<file path="config.mk">
export PLATFORM = sky130hd
export DESIGN_NAME = mem_port_arbiter
export DESIGN_NICKNAME = d
export VERILOG_FILES = /design/src/rtl/mem_port_arbiter.sv
export SDC_FILE = /design/constraint.sdc
export NUM_CORES = 1
export LEC_CHECK = 0
export CAP_MARGIN = 20
export CORE_ASPECT_RATIO = 0.5
export CORE_MARGIN = 2
export CORE_UTILIZATION = 44
export DETAILED_ROUTE_END_ITERATION = 16
export PLACE_DENSITY = 0.95
export SLEW_MARGIN = 30
export SYNTH_ARGS = -nofsm -noshare
export SYNTH_HDL_FRONTEND = slang
export SYNTH_SLANG_ARGS = --single-unit
</file>
<file path="constraint.sdc">
create_clock -name clk -period 4.2 [get_ports clk]
set_input_delay 0.42 -clock clk [delete_from_list [all_inputs] [get_ports clk]]
set_output_delay 0.42 -clock clk [all_outputs]
set_load 0.05 [all_outputs]
</file>
<file path="src/rtl/mem_port_arbiter.sv">
// mem_port_arbiter: shares one external memory port between instruction
// fetch and data access. Data wins by default; a saturating starvation
// counter forces a fetch grant after STARVE_LIMIT consecutive data grants.
// An aborted in-flight fetch is drained on the bus and its word discarded.
module mem_port_arbiter #(
   parameter int unsigned DATA_WIDTH   = 32,
   parameter int unsigned ADDR_WIDTH   = 32,
   parameter int unsigned STARVE_LIMIT = 4
) (
   input  logic                  clk,
   input  logic                  rst_n,
   input  logic                  if_req,
   input  logic [ADDR_WIDTH-1:0] if_addr,
   input  logic                  if_abort,
   output logic [DATA_WIDTH-1:0] if_rdata,
   output logic                  if_done,
   input  logic                  dm_req,
   input  logic                  dm_we,
   input  logic [3:0]            dm_sel,
   input  logic [ADDR_WIDTH-1:0] dm_addr,
   input  logic [DATA_WIDTH-1:0] dm_wdata,
   output logic [DATA_WIDTH-1:0] dm_rdata,
   output logic                  dm_done,
   output logic                  ext_req,
   output logic                  ext_we,
   output logic [3:0]            ext_sel,
   output logic [ADDR_WIDTH-1:0] ext_addr,
   output logic [DATA_WIDTH-1:0] ext_wdata,
   input  logic                  ext_ack,
   input  logic [DATA_WIDTH-1:0] ext_rdata,
   output logic                  busy
);

   localparam logic [3:0] LIMIT = 4'(STARVE_LIMIT);

   typedef enum logic [1:0] {
      IDLE,
      GRANT_IF,
      GRANT_DM,
      DRAIN
   } state_t;

   state_t     state;
   state_t     state_nx;
   logic [3:0] starve_cnt;
   logic       if_eff;
   logic       grant_if;
   logic       grant_dm;

   // A flushed fetch never competes for the bus.
   assign if_eff  = if_req & ~if_abort;

   // The bus request is exactly "a grant or drain is outstanding"; since the
   // FSM leaves those states on ack, this also drops ext_req after ack and
   // asynchronously on reset.
   assign ext_req = (state != IDLE);
   assign busy    = (state != IDLE);

   // State register.
   always_ff @(posedge clk or negedge rst_n) begin
      if (!rst_n) state <= IDLE;
      else        state <= state_nx;
   end

   // Arbitration and next-state logic.
   always_comb begin
      state_nx = state;
      grant_if = 1'b0;
      grant_dm = 1'b0;
      case (state)
         IDLE: begin
            if (starve_cnt == LIMIT && if_eff) begin
               state_nx = GRANT_IF;
               grant_if = 1'b1;
            end else if (dm_req) begin
               state_nx = GRANT_DM;
               grant_dm = 1'b1;
            end else if (if_eff) begin
               state_nx = GRANT_IF;
               grant_if = 1'b1;
            end
         end
         GRANT_IF: begin
            if (ext_ack)       state_nx = IDLE;
            else if (if_abort) state_nx = DRAIN;
         end
         GRANT_DM, DRAIN: begin
            if (ext_ack) state_nx = IDLE;
         end
         default: state_nx = IDLE;
      endcase
   end

   // Latch the winner's bus fields on grant; register completion pulses and read data.
   always_ff @(posedge clk or negedge rst_n) begin
      if (!rst_n) begin
         ext_we    <= 1'b0;
         ext_sel   <= '0;
         ext_addr  <= '0;
         ext_wdata <= '0;
         if_done   <= 1'b0;
         if_rdata  <= '0;
         dm_done   <= 1'b0;
         dm_rdata  <= '0;
      end else begin
         if_done <= 1'b0;
         dm_done <= 1'b0;
         if (grant_if) begin
            ext_we    <= 1'b0;
            ext_sel   <= 4'hF;
            ext_addr  <= if_addr;
            ext_wdata <= '0;
         end else if (grant_dm) begin
            ext_we    <= dm_we;
            ext_sel   <= dm_sel;
            ext_addr  <= dm_addr;
            ext_wdata <= dm_wdata;
         end
         if (ext_ack) begin
            case (state)
               GRANT_IF: begin
                  if (!if_abort) begin
                     if_done  <= 1'b1;
                     if_rdata <= ext_rdata;
                  end
               end
               GRANT_DM: begin
                  dm_done  <= 1'b1;
                  dm_rdata <= ext_rdata;
               end
               default: ;
            endcase
         end
      end
   end

   // Count data grants taken while a fetch waits; saturates at the limit.
   always_ff @(posedge clk or negedge rst_n) begin
      if (!rst_n) begin
         starve_cnt <= '0;
      end else if (grant_if) begin
         starve_cnt <= '0;
      end else if (grant_dm && if_eff) begin
         if (starve_cnt != LIMIT) starve_cnt <= starve_cnt + 4'd1;
      end else if (state == IDLE && !if_eff) begin
         starve_cnt <= '0;
      end
   end

endmodule

</file>
wires.png
(2 px per µm)
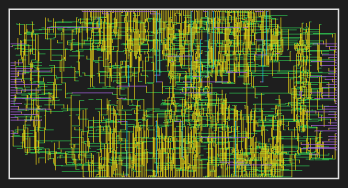
- cyan: metal 4 (wire length 341 µm)
- yellow: metal 2 (wire length 8990 µm)
- purple: metal 3 (wire length 772 µm)
- green: metal 1 (wire length 6530 µm)

clocks.png
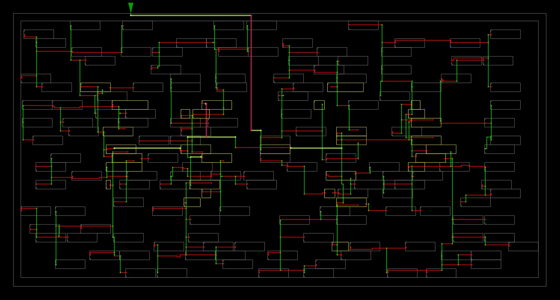
Clock net power: 1.57 mW
flop count: 141
TritonCTS buffer count: 17
number of clock sinks seen by CTS: 141
number of clock buffer instances in the layout: 23

logic_types.png
(2 px per µm)
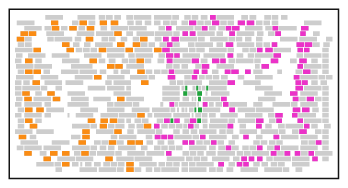
- orange: mux cells (cells 64; most used mux2_2)
- magenta: non-inverting ao/oa cells (cells 104; most used a22o_1)
- green: nand cells (cells 10; most used nand2_1; where middle)

==> ds_physical_params.txt <==
Table: implementation figures

Parameter                              Value

Status
  Status    completed

Setup path
  Startpoint Class    flop
  Critical path endpoint category    output pin
  Library cell contributing the largest single delay on the critical path    clkdlybuf4s50_1
  Critical Path, Cell by Cell    nor2_1 > inv_1 > clkdlybuf4s50_1
  Register-to-Register Setup Slack    2.05 ns
  Worst flop-to-flop path startpoint    state[1]
  Worst EP required    3.78 ns
  Endpoint of the lowest-slack register-to-register path    ext_addr[25]

Die
  Initial core utilization    44.78%
  Vert. Die Dim    83.93 µm

STA
  Time the final worst path needs with I/O delays and setup    ~2.7 ns
  Worst slack on hold paths    about 0.13 ns
  Final-layout setup total negative slack    0 ns

Power and ir drop
  Int Pwr    4.147 mW
  IR Drop Worst-Case VDD    between 0.4 and 0.5 mV
  Leak    around 3.7 nW

Placed design
  Routability congestion estimate    0.7809
  Final HPWL DP    11.59 mm
  Total placed instance area    roughly 8500 µm²

Flow run
  Number of logged tool warnings    29

GRT
  Largest net degree at the start of global routing    106
  Global router's overall resource usage    24.28%

Cells and area
  Share of final-layout standard cells stronger than drive strength 1    20.21%
  # nets final    787

Yosys
  Top area cells in the synthesized netlist    dfrtp_1 (63%), mux2_2 (12%), o221a_2 (6.2%)
  Syn_area_per_cell    roughly 15 µm²
  MUX area fraction    between 10% and 20%
  Total cells reported by yosys after synthesis    between 300 and 400
  Largest area contributor in the netlist    dfrtp_1
  Count of synthesis-stage warnings from yosys    0
  Async set-reset flop share out of synthesis    100.0%
  Cell area after synthesis    5622 µm²

CTS
  H-Tree Level Count    4
  Latest clock arrival within the worst-skew pair    roughly 0.40 ns
  Clk Tree Root Cell    clkbuf_16
  Resized Gates After CTS    0

Routing
  Iteration-0 DRC count of the detailed router    385
clk_routes.png
(4 px per µm)
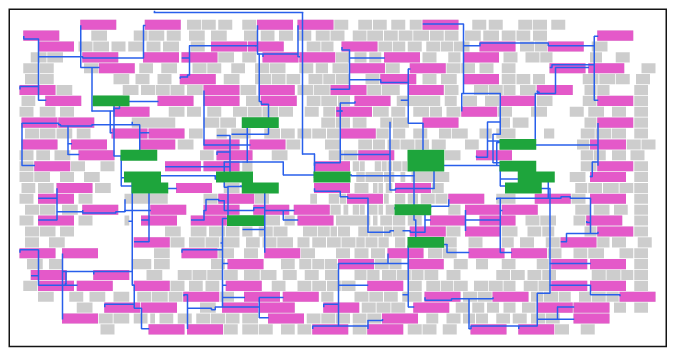
- green: clock drivers (count 17)
- blue: clock wires (length 1690 µm)
- magenta: flip-flops (count 141)
- routed clock nets: 18
- flops lie: all over the die

layer_met3.png
(4 px per µm)
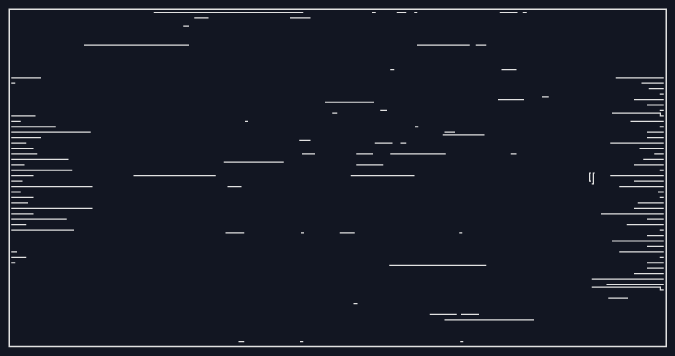
- nets with wire on the layer: 95
- wire length on this layer: 772 µm
- longest straight run: 37.0 µm

## layer usage
layer / up-vias / GRT usage (%) / wire length, µm
li1: 1992 / - / -
met1: 2265 / 28.93 / 6525
met2: 143 / 43.47 / 8989
met3: 28 / 5.663 / 772
met4: 0 / 7.895 / 340
met5: - / 0 / 0
## power groups by stage
stage                     logic [mW]  clock network (mW)  registers (mW)
after global routing            3.69                1.67            2.17
after detailed placement        3.59                   0            2.12
final                           3.58                1.57            2.11
after floorplan                0.581                   0            3.78
after CTS                       3.61                1.60            2.11
after global placement          3.54                   0            2.09
## cell type report
type,instances,area [µm²],area share (%)
Sequential cell,141,3528,38.61
Timing Repair Buffer,284,2824,30.91
Multi-Input combinational cell,194,1914,20.95
Clock buffer,23,498.0,5.450
Tap cell,170,212.7,2.328
Clock inverter,8,130.1,1.424
Inverter,8,30.03,0.3286
## how the worst min path moves through the flow
stage / end / slack, ns / cells after the start
4_1_cts: if_rdata[3] / 0.19 / 1
3_5_place_dp: if_rdata[13] / 0.47 / 1
6_report: dm_rdata[1] / 0.13 / 1
2_1_floorplan: dm_done / 0.12 / 0
3_3_place_gp: if_rdata[13] / 0.47 / 1
5_1_grt: dm_rdata[3] / 0.19 / 1
## per-stage QoR
stage               setup WS (ns)  cells
floorplan                   2.446    375
global placement            1.486    797
detailed placement          1.477    797
CTS                         1.462    828
global route                1.356    828
finish                      1.466    828
## registers in the layout, summed over array words and instances (netlist names), 2 cells and up
register / cells
state: 2
dm_rdata: 32
ext_addr: 32
ext_sel: 4
if_rdata: 32
ext_wdata: 32
starve_cnt: 4
## placed cells by master (no fill, tap or decap), types with 2 or more instances in the layout
cell             instances
clkdlybuf4s50_1        274
dfrtp_1                141
bufinv_16                3
a22o_1                  33
buf_4                    9
inv_1                    8
clkbuf_8                 6
nand2_1                  4
a211o_1                 32
nand4_1                  3
o22a_1                   4
nand3_1                  2
o221a_2                 31
clkbuf_16               17
mux2_2                  58
o21ai_0                  4
ha_1                     2
mux2_1                   6
clkinvlp_4               3
## cell families (layout without fill, tap and decap cells)
group | count (synthesis) | in the layout
DFF | 141 | 141
adders and majority gates | 2 | 2
and+or+nand+nor | 14 | 14
muxes | 64 | 64
buffers and inverters | 40 | 323
AOI/OAI and AO/OA | 114 | 114
Power and IR drop assume default switching activity.
